--- src/rtl/muldiv_seq.sv ---
// Multi-cycle RV32M multiply/divide sequencer with valid/ready request and response.
// Optional MULDIV_SPECIAL_FAST_EN: divide-by-zero / signed overflow retire straight from IDLE.
`timescale 1ns/1ps
module muldiv_seq #(
  parameter int unsigned MUL_LAT = 2
) (
  input  logic        clk,
  input  logic        rst,
  input  logic        flush,
  input  logic        req_valid,
  output logic        req_ready,
  input  logic [2:0]  mode,
  input  logic [31:0] a,
  input  logic [31:0] b,
  output logic        rsp_valid,
  input  logic        rsp_ready,
  output logic [31:0] q,
  output logic        busy
);

  typedef enum logic [2:0] {IDLE, MUL, DIV, FIX, DONE} state_e;

  localparam logic [4:0] MUL_LAST = (MUL_LAT > 1) ? 5'(MUL_LAT - 2) : 5'd0;

  state_e      state_q, state_d;
  logic [2:0]  mode_q, mode_d;
  logic [31:0] a_q, a_d, b_q, b_d;
  logic [4:0]  cnt_q, cnt_d;
  logic [31:0] rem_q, rem_d, quo_q, quo_d, dvs_q, dvs_d;
  logic [31:0] q_q, q_d;
  logic        rsp_valid_q, rsp_valid_d;

  logic        accept;
  logic [2:0]  op_mode;
  logic [31:0] op_a, op_b;
  logic [63:0] ext_a, ext_b, product;
  logic [31:0] mul_res;
  logic        div_signed, div_zero, div_ovf, special;
  logic [31:0] ovr_res, mag_a, mag_b;
  logic [32:0] rem_sh, diff;
  logic [31:0] quo_fix, rem_fix, div_res;

  assign req_ready = (state_q == IDLE);
  assign busy      = (state_q != IDLE);
  assign rsp_valid = rsp_valid_q;
  assign q         = q_q;
  assign accept    = req_valid && (state_q == IDLE) && !flush;

  // In IDLE the live inputs feed the datapath so single-edge paths see the new operands.
  assign op_mode = (state_q == IDLE) ? mode : mode_q;
  assign op_a    = (state_q == IDLE) ? a    : a_q;
  assign op_b    = (state_q == IDLE) ? b    : b_q;

  always_comb begin
    ext_a   = {{32{op_a[31] & (op_mode[1:0] != 2'b11)}}, op_a};
    ext_b   = {{32{op_b[31] & ~op_mode[1]}}, op_b};
    product = ext_a * ext_b;
    mul_res = (op_mode[1:0] == 2'b00) ? product[31:0] : product[63:32];
  end

  always_comb begin
    div_signed = ~op_mode[0];
    div_zero   = (op_b == '0);
    div_ovf    = div_signed && (op_a == 32'h8000_0000) && (op_b == '1);
    special    = div_zero || div_ovf;
    if (div_zero) ovr_res = op_mode[1] ? op_a : '1;
    else          ovr_res = op_mode[1] ? '0 : 32'h8000_0000;
    mag_a = (div_signed && op_a[31]) ? -op_a : op_a;
    mag_b = (div_signed && op_b[31]) ? -op_b : op_b;
  end

  // Restoring step: bit 32 of the difference is the borrow, i.e. "does not fit".
  always_comb begin
    rem_sh  = {rem_q, quo_q[31]};
    diff    = rem_sh - {1'b0, dvs_q};
    quo_fix = (div_signed && (op_a[31] ^ op_b[31])) ? -quo_q : quo_q;
    rem_fix = (div_signed && op_a[31]) ? -rem_q : rem_q;
    div_res = op_mode[1] ? rem_fix : quo_fix;
  end

  always_comb begin
    state_d     = state_q;
    mode_d      = mode_q;
    a_d         = a_q;
    b_d         = b_q;
    cnt_d       = cnt_q;
    rem_d       = rem_q;
    quo_d       = quo_q;
    dvs_d       = dvs_q;
    q_d         = q_q;
    rsp_valid_d = 1'b0;
    case (state_q)
      IDLE: begin
        if (accept) begin
          mode_d = mode;
          a_d    = a;
          b_d    = b;
          cnt_d  = '0;
          rem_d  = '0;
          quo_d  = mag_a;
          dvs_d  = mag_b;
          if (mode[2]) begin
`ifdef MULDIV_SPECIAL_FAST_EN
            if (special) begin
              state_d = DONE;
              q_d     = ovr_res;
            end else begin
              state_d = DIV;
            end
`else
            state_d = DIV;
`endif
          end else if (MUL_LAT == 1) begin
            state_d = DONE;
            q_d     = mul_res;
          end else begin
            state_d = MUL;
          end
        end
      end
      MUL: begin
        if (cnt_q == MUL_LAST) begin
          state_d = DONE;
          q_d     = mul_res;
          cnt_d   = '0;
        end else begin
          cnt_d = cnt_q + 5'd1;
        end
      end
      DIV: begin
        if (!diff[32]) rem_d = diff[31:0];
        else           rem_d = rem_sh[31:0];
        quo_d = {quo_q[30:0], ~diff[32]};
        cnt_d = cnt_q + 5'd1;
        if (cnt_q == 5'd31) state_d = FIX;
      end
      FIX: begin
        state_d = DONE;
        q_d     = special ? ovr_res : div_res;
      end
      DONE: begin
        if (rsp_valid_q && rsp_ready) state_d = IDLE;
        else                          rsp_valid_d = 1'b1;
      end
      default: state_d = IDLE;
    endcase
    if (flush) begin
      state_d     = IDLE;
      rsp_valid_d = 1'b0;
    end
  end

  always_ff @(posedge clk) begin
    if (rst) begin
      state_q     <= IDLE;
      mode_q      <= '0;
      a_q         <= '0;
      b_q         <= '0;
      cnt_q       <= '0;
      rem_q       <= '0;
      quo_q       <= '0;
      dvs_q       <= '0;
      q_q         <= '0;
      rsp_valid_q <= 1'b0;
    end else begin
      state_q     <= state_d;
      mode_q      <= mode_d;
      a_q         <= a_d;
      b_q         <= b_d;
      cnt_q       <= cnt_d;
      rem_q       <= rem_d;
      quo_q       <= quo_d;
      dvs_q       <= dvs_d;
      q_q         <= q_d;
      rsp_valid_q <= rsp_valid_d;
    end
  end

endmodule

--- config.mk ---
export PLATFORM = sky130hd
export DESIGN_NAME = muldiv_seq
export DESIGN_NICKNAME = d
export VERILOG_FILES = /design/src/rtl/muldiv_seq.sv
export SDC_FILE = /design/constraint.sdc
export NUM_CORES = 2
export LEC_CHECK = 0
export ABC_AREA = 0
export CAP_MARGIN = 20
export CORE_MARGIN = 4
export CORE_UTILIZATION = 35
export CTS_CLUSTER_DIAMETER = 50
export DETAILED_ROUTE_END_ITERATION = 16
export GPL_TIMING_DRIVEN = 1
export PLACE_DENSITY = 0.47
export SLEW_MARGIN = 20
export SYNTH_ARGS = -nofsm -noshare
export SYNTH_HDL_FRONTEND = slang
export SYNTH_SLANG_ARGS = --single-unit
--- constraint.sdc ---
create_clock -name clk -period 30.7 [get_ports clk]
set_clock_uncertainty 0.15 [all_clocks]
set_input_delay 3.07 -clock clk [delete_from_list [all_inputs] [get_ports clk]]
set_output_delay 3.07 -clock clk [all_outputs]
set_load 0.005 [all_outputs]
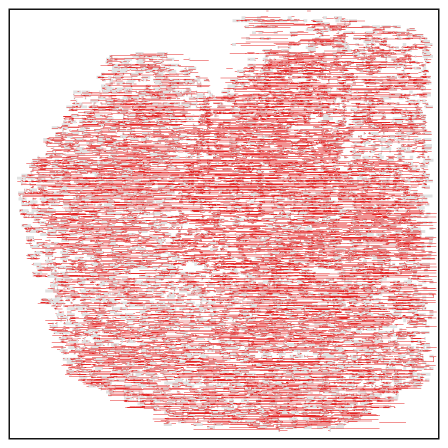
m1.png
Cells faint in the background.
nets with wire on the layer	6,927
share of all routed wire	43%
main direction	horizontal
longest straight run	126 um
wire length on this layer	92.5 mm

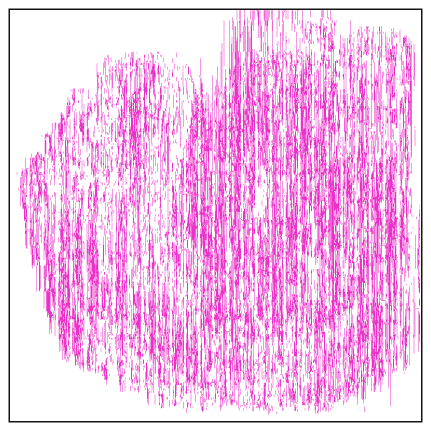
m2.png
nets with wire on the layer	6,256
wire length on this layer	96.1 mm
share of all routed wire	44%
longest straight run	123 um
GRT met2 Usage: 0.446
DR vias: 43,700
Total Wirelength: 216 mm

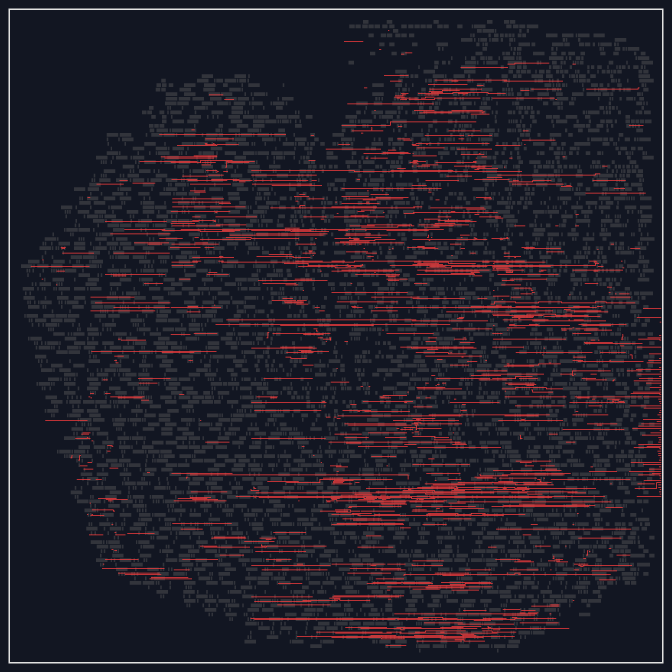
m3.png
Cells faint in the background.
wire length on this layer	16,900 um
main direction	horizontal

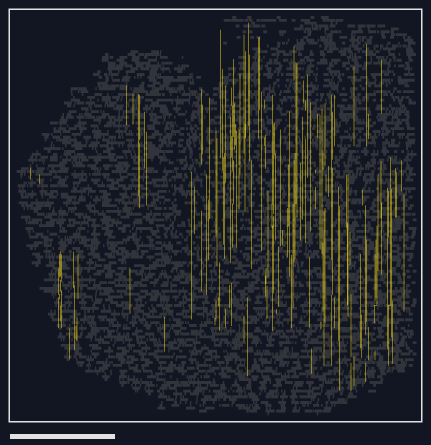
m4.png
Bar = 100 um. Cells faint in the background.
share of all routed wire	4.9%
nets with wire on the layer	124
wire length on this layer	10,500 um
longest straight run	176 um
main direction	vertical

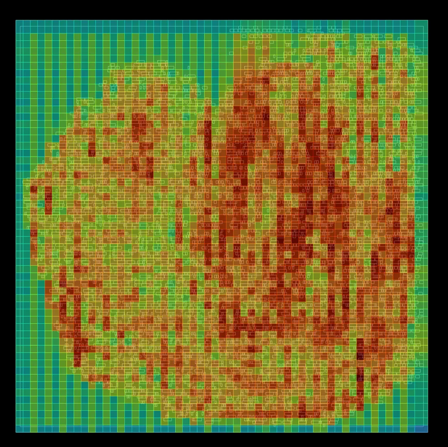
congestion_map.png
GR Util met1: 0.393
grt peak-use layer: met2
met3 Usage GRT: 0.0426
Util after Layout: 0.383
gr usage total: 0.284

==> impl_metrics.json <==
{
  "outcome": "finished, final reports clean",
  "top_area_frac": 0.437,
  "clk_pin_slew_ns": 0.06,
  "ys_cells": 6199,
  "nNetsFinal": 7572,
  "synthesis.nets": 7649,
  "antenna_found_initial": 8,
  "wl_met2_mm": 96.1,
  "timing.rr.end": "q[29]$_SDFFE_PP0P_",
  "crit_path_end": "q[29]$_SDFFE_PP0P_",
  "ys_sh_aoi": 0.0946,
  "io_pins": 107,
  "hold_depth": 2,
  "rsz0062_at_grt": "false",
  "lay_top_cells": "inv_1, fa_1, nand2_1",
  "cts_buffers": 29,
  "max-clock-path-buffers": 3,
  "wl_met3_mm": 16.9,
  "setup_viol": 0,
  "worstPathRequired_ns": 31.01,
  "r2r_cells": 30,
  "start_kind": "register",
  "num-clock-buffers": 35,
  "min_to": "b_q[7]$_SDFFE_PP0P_",
  "ys_sh_adder": 0.498,
  "postRouteAntennaNets": 0,
  "fillCellCount": 15200,
  "instances_no_fill": 8064,
  "viasPerCell": 5.42,
  "finalHoldViolCount": 0,
  "critPathMostFrequentCell": "fa_1",
  "cts_setup_buffers": 0,
  "cp-end-kind": "register",
  "synthDistinctLibCells": 82,
  "synth-edff-count": 0,
  "crit_path_max_incr_delay_ns": 0.91,
  "ys_sh_xor": 0.0341,
  "grt_max_degree": 88,
  "timing.critical_path.from": "state_q[2]$_SDFFE_PP0P_",
  "die_y_um": 392,
  "hold_path.class": "reg2reg",
  "lay_top_count": "inv_1",
  "simple_gate_share": 0.159,
  "arrival_ns": 13.00,
  "clk_latency_ns": 0.61,
  "route.detailed.wl_per_inst_um": 26.8,
  "io_buffers": 106,
  "timing.rr.start": "state_q[2]$_SDFFE_PP0P_",
  "clock.fmax_mhz": 78.8,
  "top_logic_kind": "adder cells",
  "drv_cap": 0,
  "path_max_fanout": 50,
  "synth.avg_cell_area_um2": 8.33,
  "slew_headroom": 0.252,
  "seq_area_um2": 4060,
  "fp-utilization": 0.353,
  "coreArea_um2": 146000,
  "cts.repair.resized": 0,
  "flops": 203
}
==> routing by layer <==
metal | global-route usage | vias to the layer above
li1 | - | 18900
met1 | 0.393 | 22600
met3 | 0.0426 | 341
met4 | 0.114 | 0
met5 | 0 | -
met2 | 0.446 | 1865
==> metrics by stage <==
stage               hold WS (ns)  cell area [um2]  setup WS, ns
floorplan                  0.282            51600         19.44
global placement           0.290            55000         17.77
detailed placement         0.299            55000         17.70
CTS                        0.307            55900         18.12
global route               0.324            55900         17.47
finish                     0.303            55900         18.01
==> tightest hold or removal path, stage by stage (launching register included) <==
cell and delay [ns]:
dfxtp_1 0.31, nand2_1 0.05, a21oi_1 0.05
